$ cat config.mk
export PLATFORM = sky130hd
export DESIGN_NAME = plab4_net_arb_mux
export DESIGN_NICKNAME = d
export VERILOG_FILES = /design/src/rtl/plab4_net_arb_mux.sv
export SDC_FILE = /design/constraint.sdc
export NUM_CORES = 1
export LEC_CHECK = 0
export CORE_MARGIN = 8
export CORE_UTILIZATION = 33
export CTS_CLUSTER_SIZE = 10
export DETAILED_ROUTE_END_ITERATION = 8
export PLACE_DENSITY = 0.81
export SYNTH_ARGS = -nofsm -noshare
export SYNTH_HDL_FRONTEND = slang
export SYNTH_SLANG_ARGS = --single-unit
$ cat constraint.sdc
create_clock -name clk -period 1.2 [get_ports clk]
set_input_delay 0.12 -clock clk [delete_from_list [all_inputs] [get_ports clk]]
set_output_delay 0.12 -clock clk [all_outputs]
set_load 0.005 [all_outputs]
$ cat src/rtl/plab4_net_arb_mux.sv
// Round-robin arbitrating mux merging two val/rdy domains into one registered
// stream tagged with its source domain for the downstream demux select.
module plab4_net_arb_mux #(
    parameter int unsigned p_msg_cnbits = 32,
    parameter int unsigned p_msg_dnbits = 32
) (
    input  logic                    clk,
    input  logic                    reset,

    input  logic                    in_val_d1,
    output logic                    in_rdy_d1,
    input  logic [p_msg_cnbits-1:0] in_msg_control_d1,
    input  logic [p_msg_dnbits-1:0] in_msg_data_d1,

    input  logic                    in_val_d2,
    output logic                    in_rdy_d2,
    input  logic [p_msg_cnbits-1:0] in_msg_control_d2,
    input  logic [p_msg_dnbits-1:0] in_msg_data_d2,

    output logic                    out_val,
    input  logic                    out_rdy,
    output logic [p_msg_cnbits-1:0] out_msg_control,
    output logic [p_msg_dnbits-1:0] out_msg_data,
    output logic                    domain
);

    logic                    out_val_q, out_val_d;
    logic                    domain_q, domain_d;
    logic                    prio_q, prio_d;
    logic [p_msg_cnbits-1:0] control_q, control_d;
    logic [p_msg_dnbits-1:0] data_q, data_d;

    logic load_c;
    logic fire_d1_c;
    logic fire_d2_c;

    // Handshake: ready never depends on a domain's own valid; held low in reset.
    always_comb begin
        load_c    = !out_val_q || out_rdy;
        in_rdy_d1 = reset && load_c && (!prio_q || !in_val_d2);
        in_rdy_d2 = reset && load_c && ( prio_q || !in_val_d1);
        fire_d1_c = in_val_d1 && in_rdy_d1;
        fire_d2_c = in_val_d2 && in_rdy_d2;
    end

    // Next-state: fields are only muxed from a firing side, so idle inputs never leak.
    always_comb begin
        out_val_d = out_val_q;
        domain_d  = domain_q;
        prio_d    = prio_q;
        control_d = control_q;
        data_d    = data_q;
        if (load_c) begin
            if (fire_d1_c) begin
                out_val_d = 1'b1;
                domain_d  = 1'b0;
                prio_d    = 1'b1;
                control_d = in_msg_control_d1;
                data_d    = in_msg_data_d1;
            end else if (fire_d2_c) begin
                out_val_d = 1'b1;
                domain_d  = 1'b1;
                prio_d    = 1'b0;
                control_d = in_msg_control_d2;
                data_d    = in_msg_data_d2;
            end else begin
                out_val_d = 1'b0;
                control_d = '0;
                data_d    = '0;
            end
        end
    end

    always_ff @(posedge clk or negedge reset) begin
        if (!reset) begin
            out_val_q <= 1'b0;
            domain_q  <= 1'b0;
            prio_q    <= 1'b0;
            control_q <= '0;
            data_q    <= '0;
        end else begin
            out_val_q <= out_val_d;
            domain_q  <= domain_d;
            prio_q    <= prio_d;
            control_q <= control_d;
            data_q    <= data_d;
        end
    end

    assign out_val         = out_val_q;
    assign domain          = domain_q;
    assign out_msg_control = control_q;
    assign out_msg_data    = data_q;

endmodule

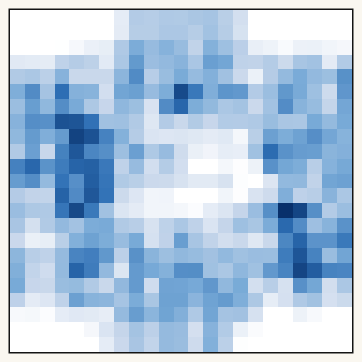
**Above:** wire density map.
(3 px per um) The die is cut into 23 by 23 equal tiles; white is low, dark blue is high, scaled to the fullest tile. Values are wire area over tile area, all layers added.
23% of the tiles are over half the peak. The emptiest ninth of the die: middle. The fullest tile reaches 0.46. 14% of the tiles are nearly empty. The mean over all tiles is 0.16. The densest ninth of the die: left middle.

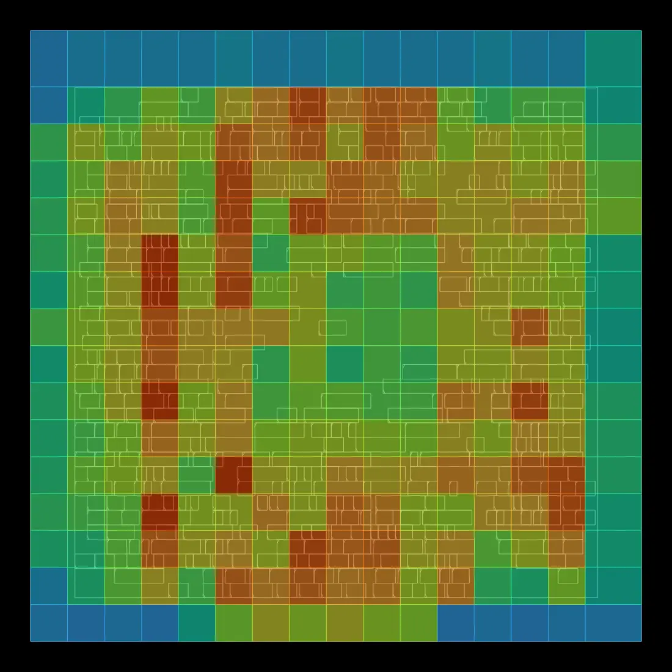
**Above:** routing congestion.
met3 Use GR: 7.079%
layer with the highest usage: met2

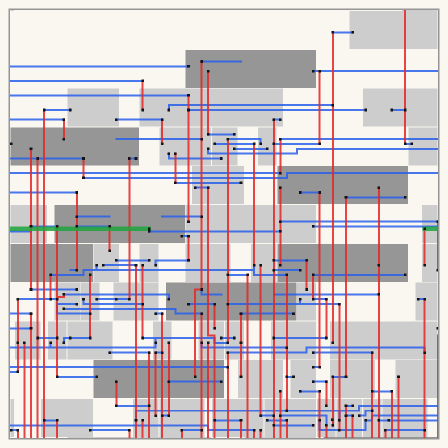
**Above:** close-up of the layout.
Window x 42 to 72, y 19 to 49 um. Cells in gray, sequential cells in the stronger gray; small squares are vias.
metal 3: in green. metal 1: in blue. metal 2: in red.
Netlist names of flops here include out_msg_control (7), out_msg_data (1). Sequential cells in the window: 8. Most frequent: nand2_1 (9), o21ai_1 (9). 48 logic cells have their middle in the window.

==> flow_summary.yaml <==
# synthesis and place-and-route metrics
worst_setup_path:
  arrival_ns: 1.72
  reg2regPathDepth: 7
  cp-end-kind: "flop"
  cpPeakStageDelay_ns: 0.41
  cp_max_fo: 7
  rr_endpoint: "out_msg_control[6]$_DFFE_PN0P_"
  timing.critical_path.to: "out_msg_control[6]$_DFFE_PN0P_"
cells_and_area:
  final-seq-area_um2: 1678
  fin_area_um2: 5899
  nFlopsAndLatches: 67
  nFillCells: 771
  lay_top_cells: "130 x clkdlybuf4s50_1, 66 x nand2_1, 66 x dfrtp_1, 65 x dlygate4sd2_1, 64 x o21ai_1"
  largest_class: "non-clock buffers"
  clock_buffers: 12
  clk_share_pct: 2.715
  finalCoreUtilization_pct: 63.54
  comb_share_pct: 22.99
  fin_cells: 656
final_timing:
  fin_tns_setup_ns: -18.17
  setup_viol: 68
  drv_slew: 0
  fin_skew_ns: 0.006582
  min_period_over_period_pct: 126.7
  setup_ws_ns: -0.3209
  hold_viol: 0
  fmax_ghz: 0.6575
  final.min_clock_period_ns: 1.521
  slew_headroom_pct: 62.12
  fin_hold_ws_ns: 0.1080
placement:
  gp_congestion: 0.8148
  dpl.hpwl_um: 8481
  io_buffers: 200
  post_dp_cell_area_um2: 5318
  place_ws_ns: -0.4746
detailed_routing:
  wl_met1_um: 5251
  wl_met2_um: 6165
  route.detailed.drc: 0
  vias: 3105
  antenna_left: 0
  highest_layer: "met4"
  vias_per_cell: 4.733
  wl_per_cell_um: 19.18
run_status:
  status: "finished, violations left"
  violations: "setup timing"
synthesis:
  syn-cell-area_um2: 3168
  syn_inst: 293
  synth_top_area_share_pct: 52.92
  synth.distinct_cells: 20
  common_cells: "67 x dfrtp_1, 66 x nand2_1, 64 x mux2i_1, 60 x o21ai_1"
  ys_seq_elements: 67
  yosys_area_um2: 3168
  edf_count: 0
  top_area_cell: "dfrtp_1"
  ys.flop_type: "dfrtp_1"
power_and_ir_drop:
  power_frac_comb_pct: 34.6
  peakVddDrop_v: 0.0005783
  swShare_pct: 27.80
  comb-power_w: 0.00221
  power.density_nw_per_um2: 1084
floorplan:
  nWellTaps: 129
  dieHeight_um: 114.0
  initCoreUtil_pct: 34.12
  io_pins: 201
  core_um2: 9284
job:
  max-cap-violations: 0
clocking:
  cts_resized: 98
  cts_tree: "yes"
  h-tree-depth: 3
  post-cts-setup-buffers: 9
  cts_root_buf: "clkbuf_8"
  cts_buffers: 9
grt:
  grt_pass1_wl_um: 18460
  met1_usage_pct: 21.45
  track_usage_pct: 18.27
min_path:
  hold_end: "prio_q$_DFFE_PN0P_"
  hp-class: "input pin to flop"
  whs_path_depth: 2
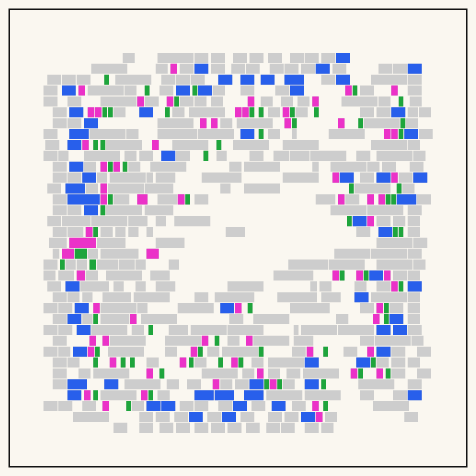
**Above:** gate families picked out.
(4 px per um)
multiplexers: in blue, cells 64, most used mux2i_1, where widely spread. NAND gates: in green, cells 68, most used nand2_1. inverting AOI/OAI gates: in magenta, cells 69, most used o21ai_1, where widely spread.

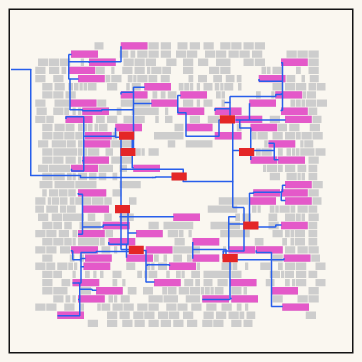
**Above:** clock network drawn from the DEF.
(3 px per um)
clock drivers: in red, count 9. flip-flops: in magenta, count 67. clock wires: in blue, length 871 um.
There are 10 routed clock nets.

